**M1 wires**

Cells faint in the background.
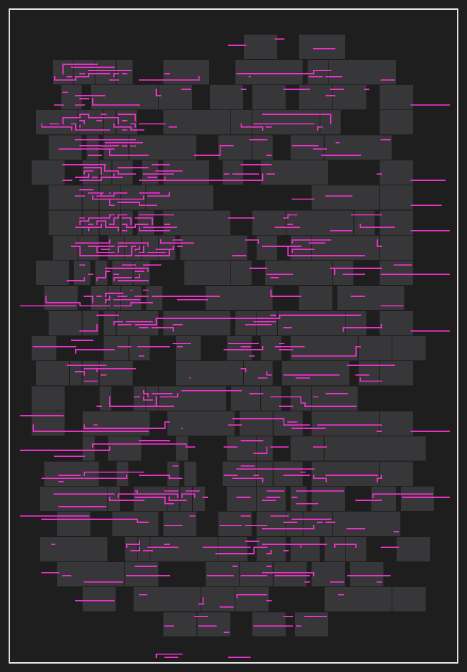
**The metal 2 layer**

Bar = 10 µm.
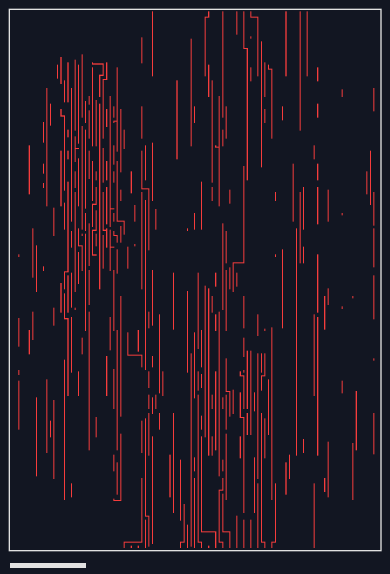
**Metal 3**

Bar = 10 µm.
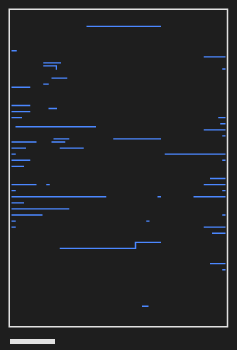
==> config.mk <==
export PLATFORM = sky130hd
export DESIGN_NAME = ctrl_pipe
export DESIGN_NICKNAME = d
export VERILOG_FILES = /design/src/rtl/ctrl_pipe.sv
export SDC_FILE = /design/constraint.sdc
export NUM_CORES = 1
export LEC_CHECK = 0
export CORE_ASPECT_RATIO = 1.5
export CORE_MARGIN = 2
export CORE_UTILIZATION = 42
export CTS_CLUSTER_SIZE = 28
export DETAILED_ROUTE_END_ITERATION = 8
export PLACE_DENSITY_LB_ADDON = 0.12
export SKIP_CTS_REPAIR_TIMING = 1
export SLEW_MARGIN = 20
export SYNTH_ARGS = -nofsm -noshare
export SYNTH_HDL_FRONTEND = slang
export SYNTH_SLANG_ARGS = --single-unit
==> constraint.sdc <==
create_clock -name clk -period 3.2 [get_ports clk]
set_input_delay 0.48 -clock clk [delete_from_list [all_inputs] [get_ports clk]]
set_output_delay 0.48 -clock clk [all_outputs]
set_load 0.05 [all_outputs]
==> run_summary.xml <==
<?xml version="1.0" encoding="UTF-8"?>
<metrics>
  <group name="min_path">
    <metric name="timing.hold.worst.class" unit="">reg2reg</metric>
  </group>
  <group name="route">
    <metric name="first_pass_iters" unit="">4</metric>
    <metric name="avgRoutedWirePerCell" unit="µm">12.8</metric>
    <metric name="drtIter0Drc" unit="">29</metric>
    <metric name="post_detailed_route_count_of_antenna_violating_nets" unit="">0</metric>
  </group>
  <group name="yosys">
    <metric name="synth.cellmix.compoundShare" unit="%">4.63</metric>
    <metric name="ys_area" unit="mm²">0.00124</metric>
    <metric name="synth-seq-area-share" unit="%">53.1</metric>
    <metric name="synthSimpleGateAreaFrac" unit="%">32.2</metric>
    <metric name="syn_avg_cell_area" unit="µm²">9.57</metric>
    <metric name="yosysWarnings" unit="">0</metric>
    <metric name="enable_flop_cells" unit="">0</metric>
    <metric name="area_leaders" unit="">dfxtp_1, nor2b_1, xor2_1, nor2_1, nor3_1</metric>
    <metric name="synth_cells" unit="">130</metric>
    <metric name="post_synth_instance_area" unit="mm²">0.00124</metric>
  </group>
  <group name="global_route">
    <metric name="gr-total-overflow" unit="">0</metric>
    <metric name="track_usage" unit="%">19.1</metric>
    <metric name="first_pass_grt_wire_length" unit="mm">5.00</metric>
    <metric name="grt_start_max_net_pins" unit="">19</metric>
    <metric name="vias_in_the_first_global_route" unit="">1122</metric>
  </group>
  <group name="finish">
    <metric name="num-nets-final" unit="">221</metric>
    <metric name="filler_cell_count" unit="">221</metric>
    <metric name="layout.area.comb" unit="µm²">546</metric>
    <metric name="layout-drive-gt1-share" unit="%">9.64</metric>
    <metric name="ff_latch_area" unit="µm²">661</metric>
    <metric name="stdcell_area" unit="mm²">0.00202</metric>
  </group>
  <group name="setup_path">
    <metric name="worst_path_largest_cell_delay" unit="ps">820</metric>
    <metric name="path_depth" unit="">5</metric>
    <metric name="timing.setup.critical_path_class" unit="">in2out</metric>
    <metric name="critical-path-slowest-cell" unit="">clkdlybuf4s50_1</metric>
    <metric name="r2r_cells" unit="">6</metric>
    <metric name="path_cells" unit="">clkdlybuf4s50_1, nor2_1, nand2_1, nor2_1, clkdlybuf4s50_1</metric>
    <metric name="cp_top_family" unit="">buffers and inverters</metric>
    <metric name="cp-start-kind" unit="">input port</metric>
    <metric name="worst-r2r-setup-slack" unit="ps">1480</metric>
  </group>
  <group name="placed_design">
    <metric name="port_buffers" unit="">62</metric>
    <metric name="place_inst" unit="">228</metric>
  </group>
  <group name="power">
    <metric name="p_switching" unit="mW">0.209</metric>
    <metric name="sequentialPower" unit="mW">0.423</metric>
    <metric name="static-leakage-power" unit="nW">0.768</metric>
    <metric name="p_seq_share" unit="%">45.2</metric>
    <metric name="ir_worst_vdd" unit="mV">0.321</metric>
    <metric name="p_clk_share" unit="%">42.5</metric>
    <metric name="largestPowerGroup" unit="">registers</metric>
    <metric name="clock_power" unit="mW">0.397</metric>
    <metric name="power.combinational.total" unit="mW">0.115</metric>
  </group>
  <group name="cts">
    <metric name="clock_tree.htree_level_count" unit="">2</metric>
    <metric name="clock.latency.late_pin" unit="ps">280</metric>
    <metric name="cts_made_buffers" unit="">5</metric>
    <metric name="cts.root.buffer_cell" unit="">clkbuf_8</metric>
  </group>
  <group name="status">
    <metric name="outcome" unit="">completed</metric>
  </group>
  <group name="sta">
    <metric name="timing.max_slew.rel_slack" unit="%">65.5</metric>
    <metric name="finalWorstPathRequiredPeriod" unit="ps">2850</metric>
    <metric name="timing.fmax" unit="GHz">0.351</metric>
    <metric name="setup_repair_after_global_routing_missed_its_margin" unit="">no</metric>
    <metric name="finalHoldViolCount" unit="">0</metric>
    <metric name="layout_worst_path_cycle_share" unit="%">89.2</metric>
  </group>
  <group name="floorplanning">
    <metric name="width_of_the_die" unit="µm">48.4</metric>
    <metric name="die_area" unit="mm²">0.00342</metric>
    <metric name="fp-utilization" unit="%">43.6</metric>
  </group>
  <group name="run">
    <metric name="openroad.warnings" unit="">26</metric>
  </group>
</metrics>
-- 'M1 wires' (at the start) --
longest straight run = 13.3 µm
share of all routed wire = 33%
wire length on this layer = 996 µm
main direction = horizontal
total detailed-routing wirelength: 3.02 mm
DR vias: 1169
GR met1 Demand/Resource: 15.4%

-- 'the metal 2 layer' (at the start) --
nets with wire on the layer = 195
longest straight run = 29.6 µm
wire length on this layer = 1690 µm
main direction = vertical
share of all routed wire = 56%
global routing usage on met2: 38.6%

-- 'metal 3' (at the start) --
nets with wire on the layer = 43
share of all routed wire = 7.5%
main direction = horizontal
longest straight run = 20.9 µm
wire length on this layer = 226 µm
met3 GRT Util: 6.75%

## metal layers
layer / part of all wire (%) / wire [µm] / up-vias / track usage, %
met5: 0 / 0 / - / 0
met4: 3.3 / 101 / 0 / 10.5
met3: 7.5 / 226 / 10 / 6.75
met2: 56 / 1690 / 58 / 38.6
met1: 33 / 996 / 535 / 15.4
li1: - / - / 566 / -
## metrics by stage
stage	setup WS [ps]	hold slack [ps]
after floorplan	364	552
after global placement	460	445
after detailed placement	404	453
after CTS	380	464
after global routing	276	477
final	347	461
## cell type report
type	instances	area share [%]
Sequential cell	33	32.7
Timing Repair Buffer	65	32.0
Multi-Input combinational cell	90	27.0
Clock buffer	7	4.27
Tap cell	39	2.41
Clock inverter	1	1.48
Inverter	1	0.186
Power and IR drop assume default switching activity.
